<file path="src/rtl/keypad_scanner.sv">
// keypad_scanner: column-strobing scanner for a 4x4 keypad with debounce.
// One column is driven at a time. The row lines are synchronized and sampled once per
// column dwell. A single key is accepted only after DEBOUNCE matching samples and released
// only after DEBOUNCE all-zero samples. Bounce and multi-key patterns are rejected.
//
// Ports:
//   i_clk        system clock
//   i_reset      synchronous, active-high reset
//   i_row_in     raw row lines, active-high, asynchronous to i_clk
//   o_col_drive  one-hot column strobe to the keypad
//   o_row        one-hot row of the accepted key (0 when none held)
//   o_col        one-hot column of the accepted key (0 when none held)
//   o_key_valid  high while an accepted key is held
//   o_key_pulse  one-cycle strobe when a new press is accepted
module keypad_scanner #(
   parameter int unsigned SCAN_DIV = 1000,
   parameter int unsigned DEBOUNCE = 4
) (
   input  logic       i_clk,
   input  logic       i_reset,
   input  logic [3:0] i_row_in,
   output logic [3:0] o_col_drive,
   output logic [3:0] o_row,
   output logic [3:0] o_col,
   output logic       o_key_valid,
   output logic       o_key_pulse
);

   localparam int unsigned DivW = (SCAN_DIV > 1) ? $clog2(SCAN_DIV) : 1;
   localparam int unsigned CntW = $clog2(DEBOUNCE + 1);
   localparam logic [DivW-1:0] DivLast = DivW'(SCAN_DIV - 1);
   localparam logic [CntW-1:0] CntLast = CntW'(DEBOUNCE - 1);

   typedef enum logic [1:0] {StScan, StDebounce, StHeld} state_e;

   state_e          r_state, w_state_next;
   logic [3:0]      r_sync1, r_sync2;
   logic [DivW-1:0] r_div;
   logic [3:0]      r_col_drive, w_col_drive_next;
   logic [3:0]      r_cand_row, w_cand_row_next;
   logic [3:0]      r_cand_col, w_cand_col_next;
   logic [CntW-1:0] r_match, w_match_next;
   logic [CntW-1:0] r_release, w_release_next;
   logic [3:0]      r_row, w_row_next;
   logic [3:0]      r_col, w_col_next;
   logic            r_valid, w_valid_next;
   logic            r_pulse, w_pulse_next;

   logic            w_strobe;
   logic            w_one_hot;
   logic [3:0]      w_col_rot;

   // Sample at the end of the dwell so the rows have settled for the whole column period.
   assign w_strobe  = (r_div == DivLast);
   assign w_one_hot = (r_sync2 != 4'd0) && ((r_sync2 & (r_sync2 - 4'd1)) == 4'd0);
   assign w_col_rot = {r_col_drive[2:0], r_col_drive[3]};

   always_ff @(posedge i_clk) begin
      if (i_reset) begin
         r_state     <= StScan;
         r_sync1     <= '0;
         r_sync2     <= '0;
         r_div       <= '0;
         r_col_drive <= 4'b0001;
         r_cand_row  <= '0;
         r_cand_col  <= '0;
         r_match     <= '0;
         r_release   <= '0;
         r_row       <= '0;
         r_col       <= '0;
         r_valid     <= 1'b0;
         r_pulse     <= 1'b0;
      end else begin
         r_state     <= w_state_next;
         r_sync1     <= i_row_in;
         r_sync2     <= r_sync1;
         r_div       <= w_strobe ? '0 : r_div + 1'b1;
         r_col_drive <= w_col_drive_next;
         r_cand_row  <= w_cand_row_next;
         r_cand_col  <= w_cand_col_next;
         r_match     <= w_match_next;
         r_release   <= w_release_next;
         r_row       <= w_row_next;
         r_col       <= w_col_next;
         r_valid     <= w_valid_next;
         r_pulse     <= w_pulse_next;
      end
   end

   always_comb begin
      w_state_next     = r_state;
      w_col_drive_next = r_col_drive;
      w_cand_row_next  = r_cand_row;
      w_cand_col_next  = r_cand_col;
      w_match_next     = r_match;
      w_release_next   = r_release;
      w_row_next       = r_row;
      w_col_next       = r_col;
      w_valid_next     = r_valid;
      w_pulse_next     = 1'b0;

      if (w_strobe) begin
         unique case (r_state)
            StScan: begin
               if (w_one_hot) begin
                  w_cand_row_next = r_sync2;
                  w_cand_col_next = r_col_drive;
                  w_match_next    = CntW'(1);
                  if (DEBOUNCE == 1) begin
                     w_state_next   = StHeld;
                     w_release_next = '0;
                     w_row_next     = r_sync2;
                     w_col_next     = r_col_drive;
                     w_valid_next   = 1'b1;
                     w_pulse_next   = 1'b1;
                  end else begin
                     w_state_next = StDebounce;
                  end
               end else begin
                  w_col_drive_next = w_col_rot;
               end
            end
            StDebounce: begin
               if (r_sync2 == r_cand_row) begin
                  if (r_match == CntLast) begin
                     w_state_next   = StHeld;
                     w_match_next   = '0;
                     w_release_next = '0;
                     w_row_next     = r_cand_row;
                     w_col_next     = r_cand_col;
                     w_valid_next   = 1'b1;
                     w_pulse_next   = 1'b1;
                  end else begin
                     w_match_next = r_match + 1'b1;
                  end
               end else begin
                  w_match_next     = '0;
                  w_state_next     = StScan;
                  w_col_drive_next = w_col_rot;
               end
            end
            StHeld: begin
               // Any activity in the frozen column, even a different row, restarts release.
               if (r_sync2 == 4'd0) begin
                  if (r_release == CntLast) begin
                     w_release_next   = '0;
                     w_state_next     = StScan;
                     w_row_next       = '0;
                     w_col_next       = '0;
                     w_valid_next     = 1'b0;
                     w_col_drive_next = w_col_rot;
                  end else begin
                     w_release_next = r_release + 1'b1;
                  end
               end else begin
                  w_release_next = '0;
               end
            end
            default: w_state_next = StScan;
         endcase
      end
   end

   assign o_col_drive = r_col_drive;
   assign o_row       = r_row;
   assign o_col       = r_col;
   assign o_key_valid = r_valid;
   assign o_key_pulse = r_pulse;

endmodule
</file>
<file path="config.mk">
export PLATFORM = sky130hd
export DESIGN_NAME = keypad_scanner
export DESIGN_NICKNAME = d
export VERILOG_FILES = /design/src/rtl/keypad_scanner.sv
export SDC_FILE = /design/constraint.sdc
export NUM_CORES = 1
export LEC_CHECK = 0
export CORE_ASPECT_RATIO = 2
export CORE_UTILIZATION = 40
export CTS_CLUSTER_SIZE = 16
export DETAILED_ROUTE_END_ITERATION = 7
export SLEW_MARGIN = 20
export SYNTH_ARGS = -nofsm -noshare
export SYNTH_HDL_FRONTEND = slang
export SYNTH_SLANG_ARGS = --single-unit
</file>
<file path="constraint.sdc">
create_clock -name i_clk -period 1.6 [get_ports i_clk]
set_input_delay 0.16 -clock i_clk [delete_from_list [all_inputs] [get_ports i_clk]]
set_output_delay 0.16 -clock i_clk [all_outputs]
set_load 0.01 [all_outputs]
</file>
Run 1, met4 routing:
Cells faint in the background.
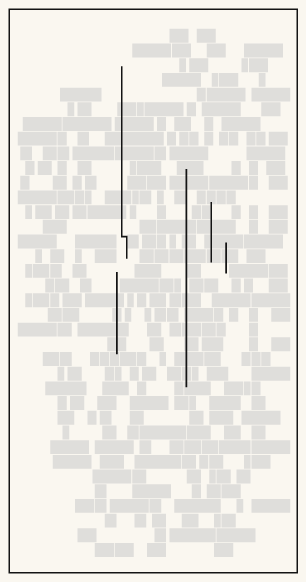
share of all routed wire = 2.3%
wire length on this layer = 108 um
nets with wire on the layer = 5
main direction = vertical
longest straight run = 40.1 um
via count of the routed design: 1848
Routed WL: 4.795 mm

Run 1, routing congestion map:
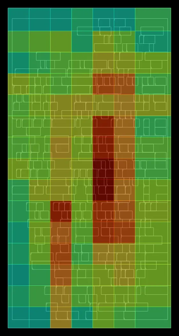
GR Util met3: 0.03509
most utilized layer in the global route result: met2
fraction of met2 tracks used by global routing: 0.3698
global-route met1 utilization: 0.2002
Final Util: 0.5677

==> run notes, run 1 <==
Flow results.

- The run finished, with violations left.
- The checks that failed: setup timing.
- In this run the power density over the cells is 804.7 nW/um2.
- The leakage power summed over all cells is 1.133 nW.
- The row count is 36.
- In the routed design, unresolved DRC markers number 0.
- TritonCTS built the clock tree.
- The initial antenna violation count is 0.
- The final setup violation count is 9.
- The most used standard cell by instance count after synthesis is dfxtp_1.
- Of the total power, the share spent switching nets is 0.2245.
- The post-cts resize count is 19.
- Counting distinct cell types in the post-synthesis netlist gives 42.
- In this run the critical register-to-register path is launched from r_sync2[3].
- The shortest clock period the worst path allows after layout is 1659 ps.
- The flip-flop and latch count after synthesis is 48.
- Grouping stages by cell kind, the critical path spends the most delay in AND-OR/OR-AND gates.
- In the placement report, post-DP HPWL is listed as 3.508 mm.
- STA classifies the critical path endpoint as a register.
- The final standard cell area without fillers is 2813 um2.
- The commonest cells after synthesis are dfxtp_1, nor2_1, o21ai_0.
- The number of cells in Yosys stat is 227.
- The multiplexer area fraction after synthesis is 0.04805.
- The top-level I/O count is 20.
- The most critical setup path has its startpoint at r_sync2[3].
- The routed design uses 107 um of met3 wire.
- For this run, asynchronously set or reset flops after synthesis account for 0.
- The share of power burned in combinational logic is 0.072.
- Counting instances, the worst hold path has a depth of 2.
- In the final report, the number of pins over their slew limit comes to 0.
- The via count of the first global-routing pass was 1787.
- The critical register-to-register path endpoint is o_row[2].
- The gate count after technology mapping is 227.
- The hold violation total from the final report is 0.
- The antenna diode instance count is 0.
- Per the post-CTS timing run, clock transition at the registers of the reported paths is 90 ps.
- The share of cells above drive strength 1 is 0.2622.
- At the pin with the least slew margin, the transition time is 300.2 ps.
- The cell area reported after detailed placement is 2599 um2.
- Compared with the post-synthesis result, the final layout area differs by 35.02%.
- The number of buffers on the longest clock path is 2.
- The total sequential power is 1.22 mW.
- Of all power groups, the one with the highest power is sequential cells.
- The number of DRC markers after the initial detailed-route iteration is 37.
- The Yosys step of the flow raised 0 warnings.
- Per the layout report, the design carries 463 filler cells.
- Entering global routing, the biggest net connects 17 pins.
- The highest metal layer with signal wires is met4.
- For this run, the detailed router's first-pass iteration total came to 5.
- Per the post-route antenna check, the number of violating nets is 0.
- Setup repair after global routing could not meet its margin everywhere.
- The xor/xnor cell area share of the yosys netlist is 0.05045.
- The required time of the critical path is 1800 ps.
- The slowest stage of the critical path is the dfxtp_4 cell.
- The register with the most flip-flops in the layout has 10 of them.
- Of the post-synthesis cell area, the dominant cell type holds 0.4613.
- The first-pass GRT wire length is 8.100 mm.
- For this run, the chip area from Yosys synthesis comes to 2083 um2.
- The worst-case max-slew headroom was logged as 0.7982.
- The via count normalized by instance count is 5.388.
- The adder-cell area share of the yosys netlist is 0.01802.
- The number of flops mapped to enable cells by yosys is 0.
- The main area contributors are dfxtp_1, mux2i_1, o21ai_0.
- At floorplan, the net count of the design was reported as 236.
- The commonest register cell is dfxtp_1.
- The post-layout worst setup margin is -58.70 ps.
- The critical path in this run is classified as register to register.
- The internal power summed over all cells is 1.755 mW.
- Buffers added to address setup during post-CTS repair amount to 2.
- The clock root buffer is clkbuf_8.
- The tightest min-delay check is of the primary input to register type.
- OpenSTA lists the critical path endpoint as o_row[2].
- The highest clock rate this design can be run at is 0.6029 GHz.
Run 1, PDN straps and rails:
Bar = 20 um. Pins as bars on the die edge. Tap cells in gray.
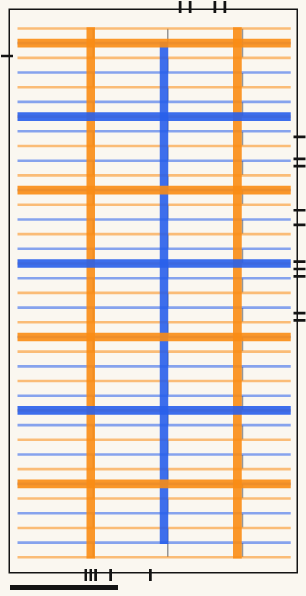
blue -> VDD
orange -> VSS
rows = 36
tap cells = 57
met4 straps = 3
met1 rails = 37
signal pins = 20
DIE WIDTH: 53.03 um
core box area: 4955 um2
Die Y-Extent: 104.1 um
Worst VDD drop: 0.6611 mV

## run 1: area by class of cell
cell class              instances  area [um2]  share of cell area
well taps                      57       71.32             0.02536
multi-input cells             165        1102              0.3919
clock buffers                   5       68.82             0.02447
repair buffers                 62       536.8              0.1908
inverters                       3       11.26            0.004004
flip-flops and latches         48       979.7              0.3483
clock inverters                 3       42.54             0.01512
## run 1: stage by stage
stage	setup TNS, ps	hold WS, ps	power (mW)	util
after floorplan	0	288.2	1.331	-
after global placement	-572.7	420.4	1.395	0.5245
after detailed placement	-1114	425.5	1.398	0.5245
after CTS	-33.99	405.4	2.274	0.5624
after global routing	-2160	407.0	2.354	0.5677
final	-262.7	411.3	2.263	0.5677
Run 1, routed metal, one color a layer:
Two of the layers only.
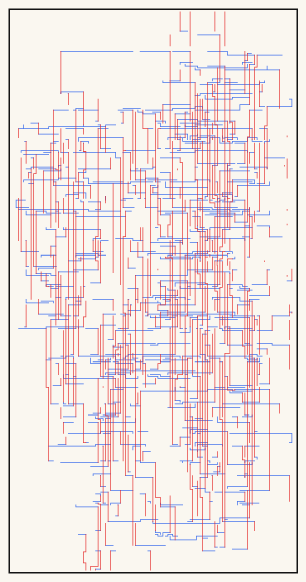

## Run 2: what changed since run 1
- CORE_ASPECT_RATIO: 2 -> not set
- SKIP_CTS_REPAIR_TIMING: not set -> 1
- SLEW_MARGIN: 20 -> not set
Run 2, routed metal, one color a layer:
Two of the layers only.
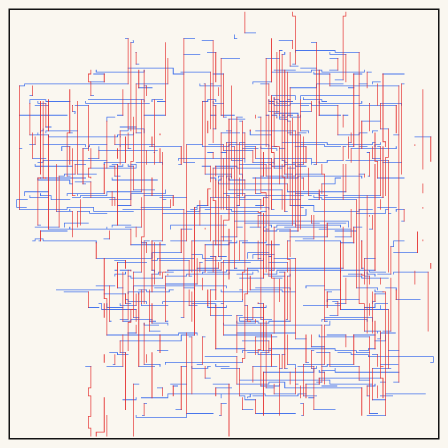
red -> met2  # wire length 2430 um
blue -> met1  # wire length 2150 um
average wire length per cell after detail routing: 13.84 um
via count of the routed design: 1783
GR Util All Layers: 0.1863
Routed WL: 4.776 mm

Run 2, PDN straps and rails:
Bar = 20 um. Pins as bars on the die edge. Tap cells in gray.
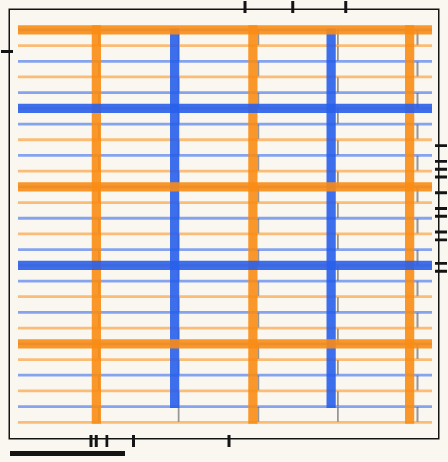
blue -> VDD
orange -> VSS
tap cells = 67
met1 rails = 26
rows = 25
met5 straps = 5
Die Y-Extent: 74.17 um
DIE WIDTH: 74.17 um
core box area: 4880 um2

==> run notes, run 2 <==
Flow results.

- Ranked by instance count, the synthesized netlist is headed by dfxtp_1, nor2_1, o21ai_0.
- The count of yosys warnings during synthesis is 0 (unchanged).
- STA reports a reg2reg setup slack of -60 ps.
- The warning total across the stage logs is 27.
- The via count normalized by instance count is 5.168 (-4.1%).
- The total sequential power came to 1.22 mW (about the same).
- The worst hold path terminates at r_sync1[1].
- dfxtp_1 takes more of the synthesized area than any other cell.
- The dominant power group in this design is sequential cells.
- TritonCTS built the clock tree.
- The met2 demand-to-capacity share in global routing came to 0.3242 (-0.04556).
- The async set or reset register ratio after synthesis is 0 (unchanged).
- The fraction of power spent switching nets is 0.2250 (+0.0004456).
- The compound-cell area share of the yosys netlist is 0.1417.
- The sequential cell fraction of total power is 0.597.
- The gate count after technology mapping is 227 (unchanged).
- The row count came to 25 (-31%).
- The top cell type's share of synthesized area is 0.4613 (unchanged).
- The final net count is 289.
- The reported net switching power is 0.4595 mW.
- The checks that failed: setup timing.
- The launching instance or port of the critical path is r_sync2[1].
- The main area contributors are dfxtp_1, mux2i_1, o21ai_0.
- The detailed router used layers up to and including met4.
- The first-pass iteration count of the detailed router was 6 (+1).
- The half-perimeter wire length after detailed placement is 3.214 mm (-8.4%).
- In the final routing, the length of wire on met1 measures 2.151 mm.
- The slew at the pin closest to its max-slew limit is 378.1 ps (+77.86 ps).
- The yosys-reported design area after synthesis is 2083 um2 (unchanged).
- The final antenna-violating net count was 0 (unchanged).
- Per Yosys stat, the portion of area used by sequential elements is 0.4613.
- The worst hold slack is 415.5 ps (+4.216 ps).
- The post-synthesis net count is 236 (unchanged).
- The required time of the critical path is 1770 ps (-30 ps).
- For the final database, setup skew stands at 3.573 ps.
- The leakage power summed over all cells is 1.104 nW (-2.5%).
- The setup path with the least slack is of type register to register.
- The share of cells above drive strength 1 was 0.2950 (+0.03273).
- The count of unresolved DRC violations after routing is 0 (unchanged).
- The top-level I/O count came to 20 (unchanged).
- The kind of start point of the critical path is a register.
- The adder-cell area share of the yosys netlist is 0.01802 (unchanged).
- The number of cells on the worst hold path is 2 (unchanged).
- The first-pass GRT wire length is 7.893 mm (-2.6%).
- The simple-gate area share of the yosys netlist is 0.2378.
- The final setup violation count is 14 (+5).
- The number of distinct library cell variants in the gate-level netlist after synthesis is 42 (unchanged).
- The endpoint of the most critical setup path is o_col_drive[2].
- Per the CTS log, the root buffer master is clkbuf_8.
- Logic depth along the worst register-to-register path is recorded as 7.
- Looking at the cell usage after synthesis, the top flip-flop cell is dfxtp_1.
- The share of power burned in combinational logic is 0.090 (+0.018).
- The post-layout worst setup margin came to -63.74 ps (-5.043 ps).
- The routed length on met3 came to 130 um (+21%).
- The hold path startpoint is i_row_in[1].
- The antenna diode instance count is 0 (unchanged).
- The count of buffers added on input and output ports is 19.
- The met1 track demand over resource came to 0.2256 (+0.02546).
- The flip-flop and latch count after synthesis is 48 (unchanged).
- The class of the worst hold path is primary input to register.
- The critical register-to-register path endpoint is o_col_drive[2].
- STA classifies the critical path endpoint as a register.
- The internal power summed over all cells came to 1.583 mW (-9.8%).
- Summed over all nets, wire length on met2 after detailed routing comes to 2.427 mm.
- The total of max-cap violations is 0.
- The power density of the placed cells is 721.7 nW/um2 (-10%).
- The per-instance average area after synthesis is 9.177 um2.
- The area growth from synthesis to layout is 35.86%.
- The relative max-transition margin is 0.7468 (-0.05131).
- The power report attributes to the clock group a share of 0.314.
- The initial antenna violation count is 0 (unchanged).
- The worst ir drop on vdd is 0.3924 mV (-41%).
- The clock transition at the registers of the reported paths is 80 ps (about the same).
- The largest net degree at the start of global routing came to 27 (+10).
- The H-tree depth is 2.
- The number of flops mapped to enable cells by yosys is 0 (unchanged).
- The most used standard cell by instance count after synthesis is dfxtp_1.
- The met3 capacity usage during global routing is 0.04472 (+0.009628).
- The number of cells in Yosys stat is 227 (unchanged).
- The multiplexer area fraction after synthesis came to 0.04805 (unchanged).
- The initial core utilization is 0.4269.
- The shortest clock period the worst path allows after layout came to 1664 ps (+5.043 ps).
- The power attributed to combinational cells is 0.184 mW.
- The count of pins over their slew limit is 0 (unchanged).
- STA lists the startpoint of the worst register-to-register path as r_sync2[1].
- The hold violation total from the final report is 0 (unchanged).
- Setup repair after global routing could not meet its margin everywhere.
- The most heavily used metal layer in global routing is met2.
- The number of flip-flops under the largest register name is 10 (unchanged).
- The endpoint arrival time on the critical path is 1840 ps.
- The highest attainable clock frequency is 0.6011 GHz (-0.30%).
- The total negative slack for setup checks was -427.8 ps (-165.1 ps).
- The number of DRC markers after the initial detailed-route iteration was 101 (+170%).
- The number of buffers on the longest clock path came to 2 (unchanged).
- The clock insertion delay at the later pin of the skew report is 290 ps.
- The flow ran to the end, but the final reports show violations.
- The xor/xnor cell area share of the yosys netlist is 0.05045 (unchanged).
- RePlAce ended its routability-driven mode at a weighted congestion of 0.7919.
- The via count of the first global-routing pass is 1746 (-2.3%).
run 2: stage by stage:
step / cells / util / area [um2] / total power [mW]
4_1_cts: 338 / 0.5369 / 2620 / 2.039
5_1_grt: 345 / 0.5800 / 2830 / 2.139
6_report: 345 / 0.5800 / 2830 / 2.042
2_1_floorplan: 227 / - / 2102 / 1.331
3_3_place_gp: 333 / 0.5228 / 2551 / 1.393
3_5_place_dp: 333 / 0.5228 / 2551 / 1.394
run 2: final cells by class:
type	instances	area, um2
tap	67	83.83
inverter	3	11.26
sequential	48	984.7
fill	463	2049
multi-input combinational	165	1164
timing repair buffer	57	518.0
clock buffer	5	68.82
run 2: worst max-delay path, cell delays in order (launching register included):
cell and delay (ps):
dfxtp_4 370, buf_6 130, xor2_1 160, o211ai_1 350, a221oi_2 140, buf_4 170
o21ai_0 140, a21oi_1 80
Run 2, routing congestion map:
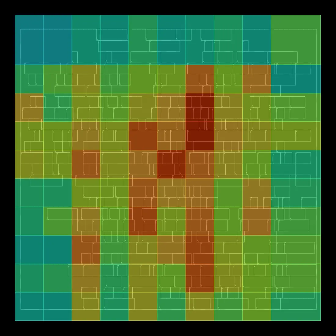

## Run 3: what changed since run 2
- GPL_TIMING_DRIVEN: not set -> 0
Run 3, routing congestion map:
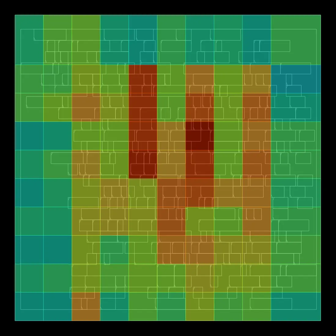
GR Util All Layers: 0.1711
average wire length per cell after detail routing: 14.13 um
Final Util: 0.5808
fraction of met2 tracks used by global routing: 0.2535
GR Util met3: 0.04472

Run 3, PDN straps and rails:
Bar = 20 um. Pins as bars on the die edge. Tap cells in gray.
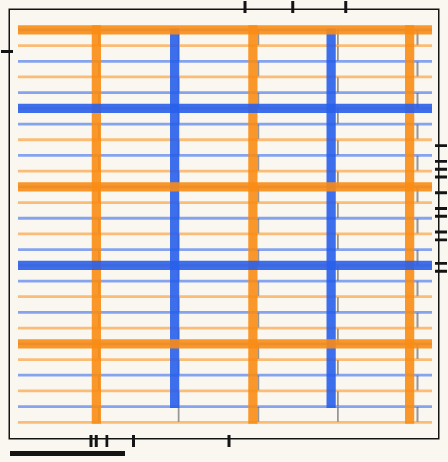
orange -> VSS
blue -> VDD
signal pins = 20
rows = 25
tap cells = 67
met4 straps = 5
Worst VDD drop: 0.4101 mV

==> run notes, run 3 <==
Flow results.

- The xor/xnor cell area share of the yosys netlist came to 0.05045 (unchanged).
- The top cell type's share of synthesized area is 0.4613 (unchanged).
- The initial core utilization is 0.4269 (unchanged).
- The detailed-route wire length on metal 1 is 2.243 mm (+4.3%).
- The share of synthesized area occupied by flip-flops and latches is 0.4613 (unchanged).
- Among cell families on the critical path, the largest total delay comes from simple AND/OR/NAND/NOR gates.
- The required time of the critical path came to 1840 ps (+70 ps).
- The logic area came to 1274 um2 (+9.5%).
- The worst hold slack is 240.0 ps (-175.5 ps).
- The slew at the pin closest to its max-slew limit is 623.3 ps (+245.2 ps).
- The adder-cell area share of the yosys netlist came to 0.01802 (unchanged).
- By area the synthesized netlist is led by dfxtp_1, mux2i_1, o21ai_0.
- STA classifies the critical path endpoint as a register.
- The post-synthesis net count is 236 (unchanged).
- The largest total area in the synthesized netlist belongs to dfxtp_1.
- The share of power burned in the clock network is 0.387 (+0.073).
- The y dimension of the die came to 74.17 um (unchanged).
- The top-level I/O count came to 20 (unchanged).
- Setup repair after global routing could not meet its margin everywhere.
- The async set or reset register ratio after synthesis came to 0 (unchanged).
- The share of cells above drive strength 1 is 0.2759 (-0.01910).
- Per the GRT log, the top usage layer is met2.
- The sum of buffers and inverters on the critical path is 0 (-2).
- The row count is 25 (unchanged).
- The clock tree skew after final layout is 5.777 ps (+2.204 ps).
- The initial antenna violation count is 0 (unchanged).
- The highest metal layer with signal wires is met4.
- The number of distinct library cell variants in the gate-level netlist after synthesis came to 42 (unchanged).
- The number of cells in Yosys stat is 227 (unchanged).
- The warning total across the stage logs is 27 (unchanged).
- The reported net switching power is 0.5094 mW (+11%).
- The power density of the placed cells came to 794.4 nW/um2 (+10%).
- The shortest clock period the worst path allows after layout came to 1683 ps (+18.97 ps).
- The area of the core region is 4880 um2 (unchanged).
- The internal power summed over all cells is 1.742 mW (+10%).
- The clock insertion delay at the later pin of the skew report is 300 ps (about the same).
- The relative max-transition margin is 0.5845 (-0.1624).
- The slowest stage of the critical path belongs to the cell or4_1.
- The power attributed to combinational cells came to 0.160 mW (-13%).
- The total of max-cap violations came to 0 (unchanged).
- The die boundary width is 74.17 um (unchanged).
- The run finished, with violations left.
- The number of cells in the finished layout apart from fillers is 328 (-4.9%).
- The dominant power group in this design is sequential cells.
- The antenna diode instance count came to 0 (unchanged).
- The number of buffers on the longest clock path is 2 (unchanged).
- The gate count after technology mapping came to 227 (unchanged).
- The met1 track demand over resource is 0.2366 (+0.01093).
- The final estimated routing congestion in global placement was 0.7371 (-6.9%).
- The worst setup path is of the register to register kind.
- The relative area change from synthesis to final layout is 36.04%.
- The final reports fail on setup timing.
- The share of power burned in combinational logic was 0.071 (-0.019).
- The sum of internal, switching and leakage power is 2.251 mW (+10%).
- The count of unresolved DRC violations after routing is 0 (unchanged).
- The number of DRC markers after the initial detailed-route iteration is 115 (+14%).
- The routed length on met3 is 137 um (+5.4%).
- The count of port buffers added during placement came to 18 (-1).
- The number of cells in the design after placement came to 312 (-6.3%).
- The highest attainable clock frequency was 0.5943 GHz (-1.1%).
- The first-pass GRT wire length was 7.044 mm (-11%).
- The half-perimeter wire length after detailed placement came to 3.043 mm (-5.3%).
- The count of yosys warnings during synthesis is 0 (unchanged).
- The per-instance average area after synthesis is 9.177 um2 (unchanged).
- The final standard cell area without fillers is 2834 um2 (+0.13%).
- TritonCTS built the clock tree.
- The most used standard cell by instance count after synthesis is dfxtp_1.
- The post-layout worst setup margin is -82.71 ps (-18.97 ps).
- The first-pass iteration count of the detailed router is 4 (-2).
- The final net count is 269 (-6.9%).
- By count the netlist is led by dfxtp_1, nor2_1, o21ai_0.
- The via count of the first global-routing pass is 1431 (-18%).
- The simple-gate area share of the yosys netlist is 0.2378 (unchanged).
- The total sequential power was 1.22 mW (about the same).
- The number of flip-flops under the largest register name came to 10 (unchanged).
- The total met2 wirelength after detailed routing is 2.173 mm (-10%).
- The leakage power summed over all cells was 1.046 nW (-5.3%).
- The via count is 1715 (-3.8%).
- The count of pins over their slew limit is 0 (unchanged).
- The class of the worst hold path is primary input to register.
- The longest individual stage delay on the worst path is 430 ps (+60 ps).
- The fill cell instance count of the final layout was 436 (-5.8%).
- The register area is 982.2 um2 (-0.25%).
- The yosys-reported design area after synthesis is 2083 um2 (unchanged).
- The fraction of power spent switching nets is 0.2263 (+0.001288).
- The hold violation total from the final report is 0 (unchanged).
- The total negative slack for setup checks is -432.0 ps (-4.202 ps).
- The endpoint arrival time on the critical path is 1920 ps (+80 ps).
- The H-tree depth is 2 (unchanged).
- The flip-flop and latch count after synthesis is 48 (unchanged).
- The clock root buffer is clkbuf_8.
- The final setup violation count is 13 (-1).
- The routed wire length is 4.635 mm (-3.0%).
run 3: path summary, 6_finish.rpt:
path / cells after the start / slack [ps] / end / startpoint
worst max-delay path: 6 / -80 / r_state[0] / r_div[0]
worst min-delay path: 2 / 240 / r_sync2[0] / i_reset
worst max register to register: 6 / -80 / r_state[0] / r_div[0]
worst min register to register: 1 / 440 / r_sync2[0] / r_sync1[0]
run 3: cell type report:
type | count | share of cell area
Multi-Input combinational cell | 165 | 0.4494
Sequential cell | 48 | 0.3466
Timing Repair Buffer | 25 | 0.09272
Buffer | 12 | 0.03841
Tap cell | 67 | 0.02958
Clock buffer | 5 | 0.02428
Clock inverter | 3 | 0.01501
Inverter | 3 | 0.003974

==> notes/layouts.md <==
Pictures saved along the way, in no particular order.

Layout detail.
picture 1
Region (43, 6) to (68, 31) um. Cells in gray, sequential cells in the stronger gray; small squares are vias.
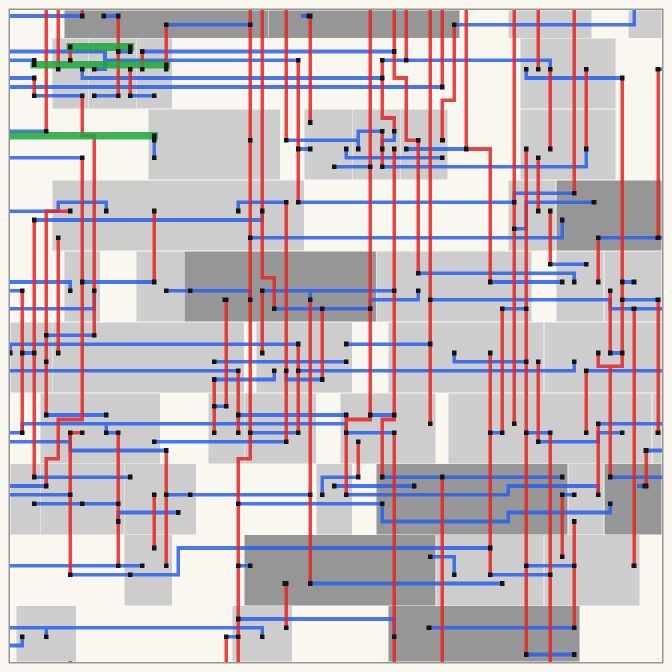
picture 2
Region (27, 14) to (52, 39) um. Cells in gray, sequential cells in the stronger gray; small squares are vias.
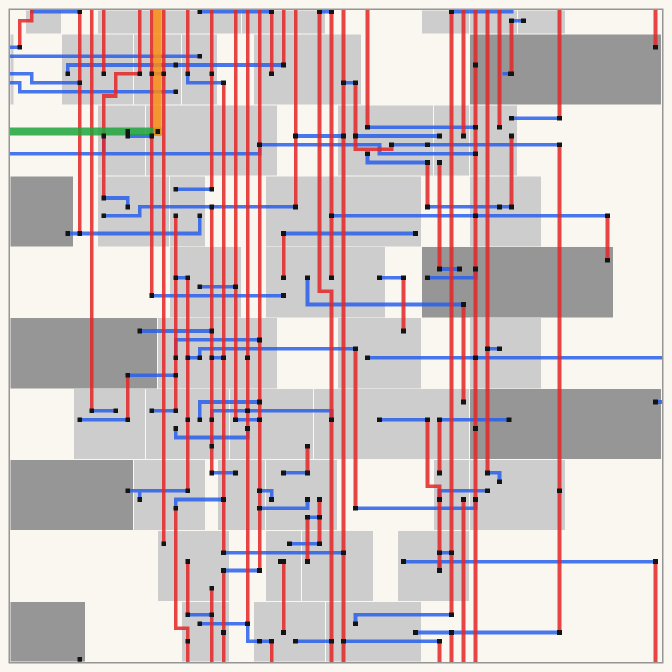
picture 3
Region (43, 6) to (68, 31) um. Cells in gray, sequential cells in the stronger gray; small squares are vias.
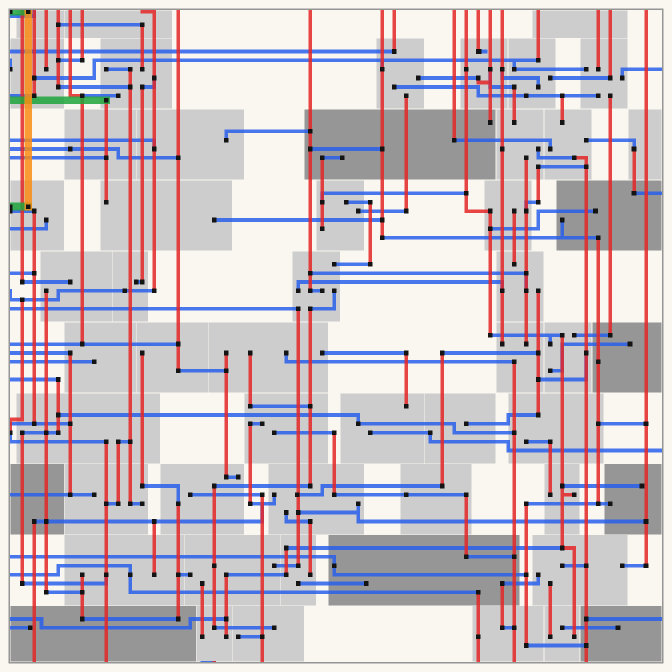
| from | picture |
|---|---|
| run 3 | picture 1 |
| run 2 | picture 3 |
| run 1 | picture 2 |

Key to picture 2:
blue -> met1
red -> met2
orange -> met4
green -> met3
sequential cells in the window = 5
cells with their middle in the window = 39
netlist names of flops here include = r_cand_row (2), r_sync2 (2)
most frequent = buf_4 (10)

Power figures rest on the tool's default switching activity, not on a simulated workload.
